`src/rtl/vote_collector.sv`:
```
// Vote collector: gathers one vote per voter inside a bounded window and
// presents the latched votes to the downstream majority block.
module vote_collector #(
    parameter int TIMEOUT_CYCLES = 16,
    parameter int TO_W           = 16
) (
    input  logic       clk,
    input  logic       rst_n,
    input  logic       start,
    input  logic [2:0] vote_valid,
    input  logic [2:0] vote_val,
    output logic       v1,
    output logic       v2,
    output logic       v3,
    output logic [2:0] voted_mask,
    output logic       busy,
    output logic       votes_ready,
    output logic       timeout
);

    typedef enum logic [1:0] {
        ST_IDLE    = 2'd0,
        ST_COLLECT = 2'd1,
        ST_DONE    = 2'd2,
        ST_TIMEOUT = 2'd3
    } state_t;

    localparam logic [TO_W-1:0] TIMER_LAST = TO_W'(TIMEOUT_CYCLES - 1);

    state_t          state_reg;
    logic [2:0]      vote_reg;
    logic [2:0]      mask_reg;
    logic [TO_W-1:0] timer_reg;
    logic            busy_reg;
    logic            ready_reg;
    logic            timeout_reg;

    logic [2:0]      capture;
    logic [2:0]      vote_next;
    logic [2:0]      mask_next;

    // Only voters without a captured vote may latch; first vote wins.
    generate
        for (genvar gi = 0; gi < 3; gi++) begin : g_capture
            assign capture[gi]   = vote_valid[gi] & ~mask_reg[gi];
            assign vote_next[gi] = capture[gi] ? vote_val[gi] : vote_reg[gi];
            assign mask_next[gi] = mask_reg[gi] | vote_valid[gi];
        end
    endgenerate

    always_ff @(posedge clk or negedge rst_n) begin
        if (!rst_n) begin
            state_reg   <= ST_IDLE;
            vote_reg    <= 3'b000;
            mask_reg    <= 3'b000;
            timer_reg   <= '0;
            busy_reg    <= 1'b0;
            ready_reg   <= 1'b0;
            timeout_reg <= 1'b0;
        end else begin
            case (state_reg)
                ST_COLLECT: begin
                    vote_reg <= vote_next;
                    mask_reg <= mask_next;
                    // Completion takes priority over expiry on the last cycle.
                    if (mask_next == 3'b111) begin
                        state_reg <= ST_DONE;
                        busy_reg  <= 1'b0;
                        ready_reg <= 1'b1;
                    end else if (timer_reg == TIMER_LAST) begin
                        state_reg   <= ST_TIMEOUT;
                        busy_reg    <= 1'b0;
                        ready_reg   <= 1'b1;
                        timeout_reg <= 1'b1;
                    end else begin
                        timer_reg <= timer_reg + 1'b1;
                    end
                end
                default: begin
                    if (start) begin
                        state_reg   <= ST_COLLECT;
                        vote_reg    <= 3'b000;
                        mask_reg    <= 3'b000;
                        timer_reg   <= '0;
                        busy_reg    <= 1'b1;
                        ready_reg   <= 1'b0;
                        timeout_reg <= 1'b0;
                    end
                end
            endcase
        end
    end

    assign v1          = vote_reg[0];
    assign v2          = vote_reg[1];
    assign v3          = vote_reg[2];
    assign voted_mask  = mask_reg;
    assign busy        = busy_reg;
    assign votes_ready = ready_reg;
    assign timeout     = timeout_reg;

endmodule

```
`config.mk`:
```
export PLATFORM = sky130hd
export DESIGN_NAME = vote_collector
export DESIGN_NICKNAME = d
export VERILOG_FILES = /design/src/rtl/vote_collector.sv
export SDC_FILE = /design/constraint.sdc
export NUM_CORES = 1
export LEC_CHECK = 0
export ABC_AREA = 0
export CAP_MARGIN = 5
export CORE_ASPECT_RATIO = 1.4
export CORE_MARGIN = 5
export CORE_UTILIZATION = 40
export DETAILED_ROUTE_END_ITERATION = 16
export PLACE_DENSITY_LB_ADDON = 0.25
export SLEW_MARGIN = 20
export SYNTH_ARGS = -nofsm -noshare
export SYNTH_HDL_FRONTEND = slang
export SYNTH_SLANG_ARGS = --single-unit
```
`constraint.sdc`:
```
create_clock -name clk -period 1.9 [get_ports clk]
set_input_delay 0.38 -clock clk [delete_from_list [all_inputs] [get_ports clk]]
set_output_delay 0.38 -clock clk [all_outputs]
set_load 0.05 [all_outputs]
```
==> results.json <==
{
  "crit_slowest_cell": "dfrtp_1",
  "logic_family": "simple AND/OR/NAND/NOR gates",
  "buffers": 41,
  "xor_area_share_pct": 0,
  "wirelength_mm": 3.860,
  "layout_top_cells": "buf_4 (33), dfrtp_1 (26), and3_1 (8), clkdlybuf4s50_1 (8)",
  "post-synth-top-count-cell": "dfrtp_1",
  "drt_pass1_iterations": 4,
  "worstPathCellList": "ha_2 > and3_1 > nand3_1 > o211ai_4 > buf_4 > a211o_1",
  "grt.met3_usage_pct": 2.568,
  "common_cells": "dfrtp_1 (26), and3_1 (8), nor4_1 (8)",
  "max_slew_margin_pct": 72.55,
  "crit_cells": 6,
  "crit_family": "flip-flops",
  "grt_first_pass_wirelength_mm": 6.699,
  "critPathKind": "reg -> reg",
  "powerClk_uw": 468,
  "ys_sh_adder_pct": 0.8230,
  "die_h_um": 82.95,
  "rsz0062_at_grt": "false",
  "cts-resized-gates": 0,
  "pwr_density_cell_nw_per_um2": 1488,
  "r2r_end": "timer_reg[7]$_DFFE_PN0P_",
  "status": "complete, no violations",
  "seq-power_uw": 870,
  "p_seq_share_pct": 30.0,
  "setup_violations": 0,
  "ys_seq_share_pct": 42.80,
  "drive_gt1_share_pct": 28.34,
  "drt-met1-wl_mm": 1.586,
  "ff_type": "dfrtp_1",
  "comb_power_share_pct": 53.9,
  "diodes": 0,
  "buffer_area_share_pct": 16.83,
  "postRouteAntennaNets": 0,
  "ys_async_sr_fraction_pct": 100.0,
  "pg_comb_uw": 1560
}
Logic cells by family:
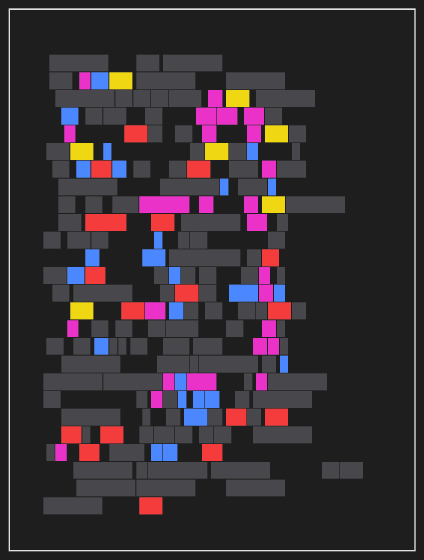
[NAND gates] blue | cells: 25
[inverting AOI/OAI gates] magenta | cells: 25
[multiplexers] yellow | cells: 7
[AND-OR and OR-AND gates] red | cells: 17
Commonest Layout Cell: buf_4
post-route insts no fill: 229
logic share of the area: 42.07%

Sizing map:
The bar under the picture is 20 um long.
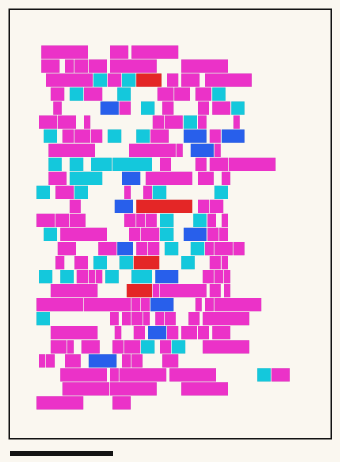
[_6 and larger] red | cells: 4 | share: 2.1%
[_3 and _4 cells] cyan | cells: 37 | share: 20%
[_0 and _1 cells] magenta | cells: 134 | share: 72%
[_2 cells] blue | cells: 12 | share: 6.4%

Routed clock nets over the placement:
The bar under the picture is 20 um long.
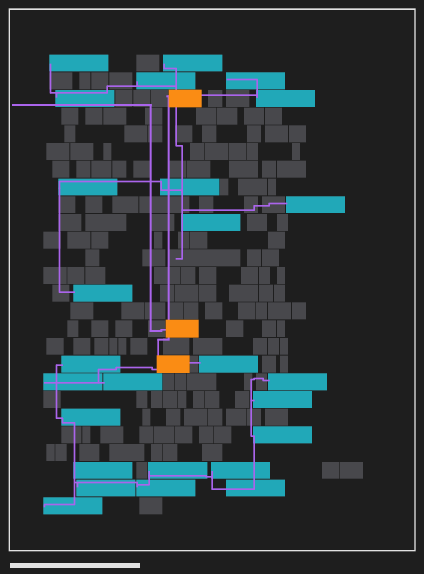
[clock drivers] orange | count: 3
[clock wires] purple | length: 355 um
[flip-flops] cyan | count: 26
routed clock nets: 4

Where the registers sit:
Other sequential cells in the stronger grey, the rest of the logic in the fainter grey.
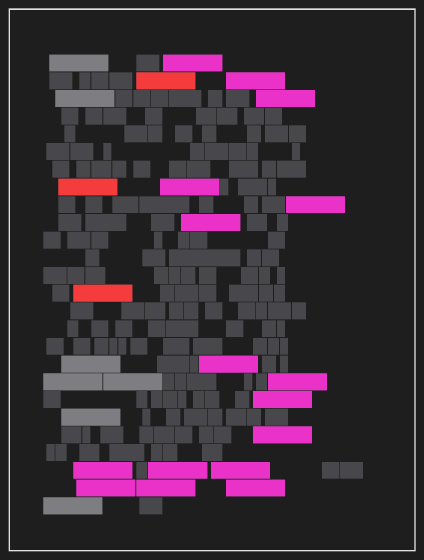
[timer_reg] magenta | flops: 16
[voted_mask] red | flops: 3
not coloured: 7

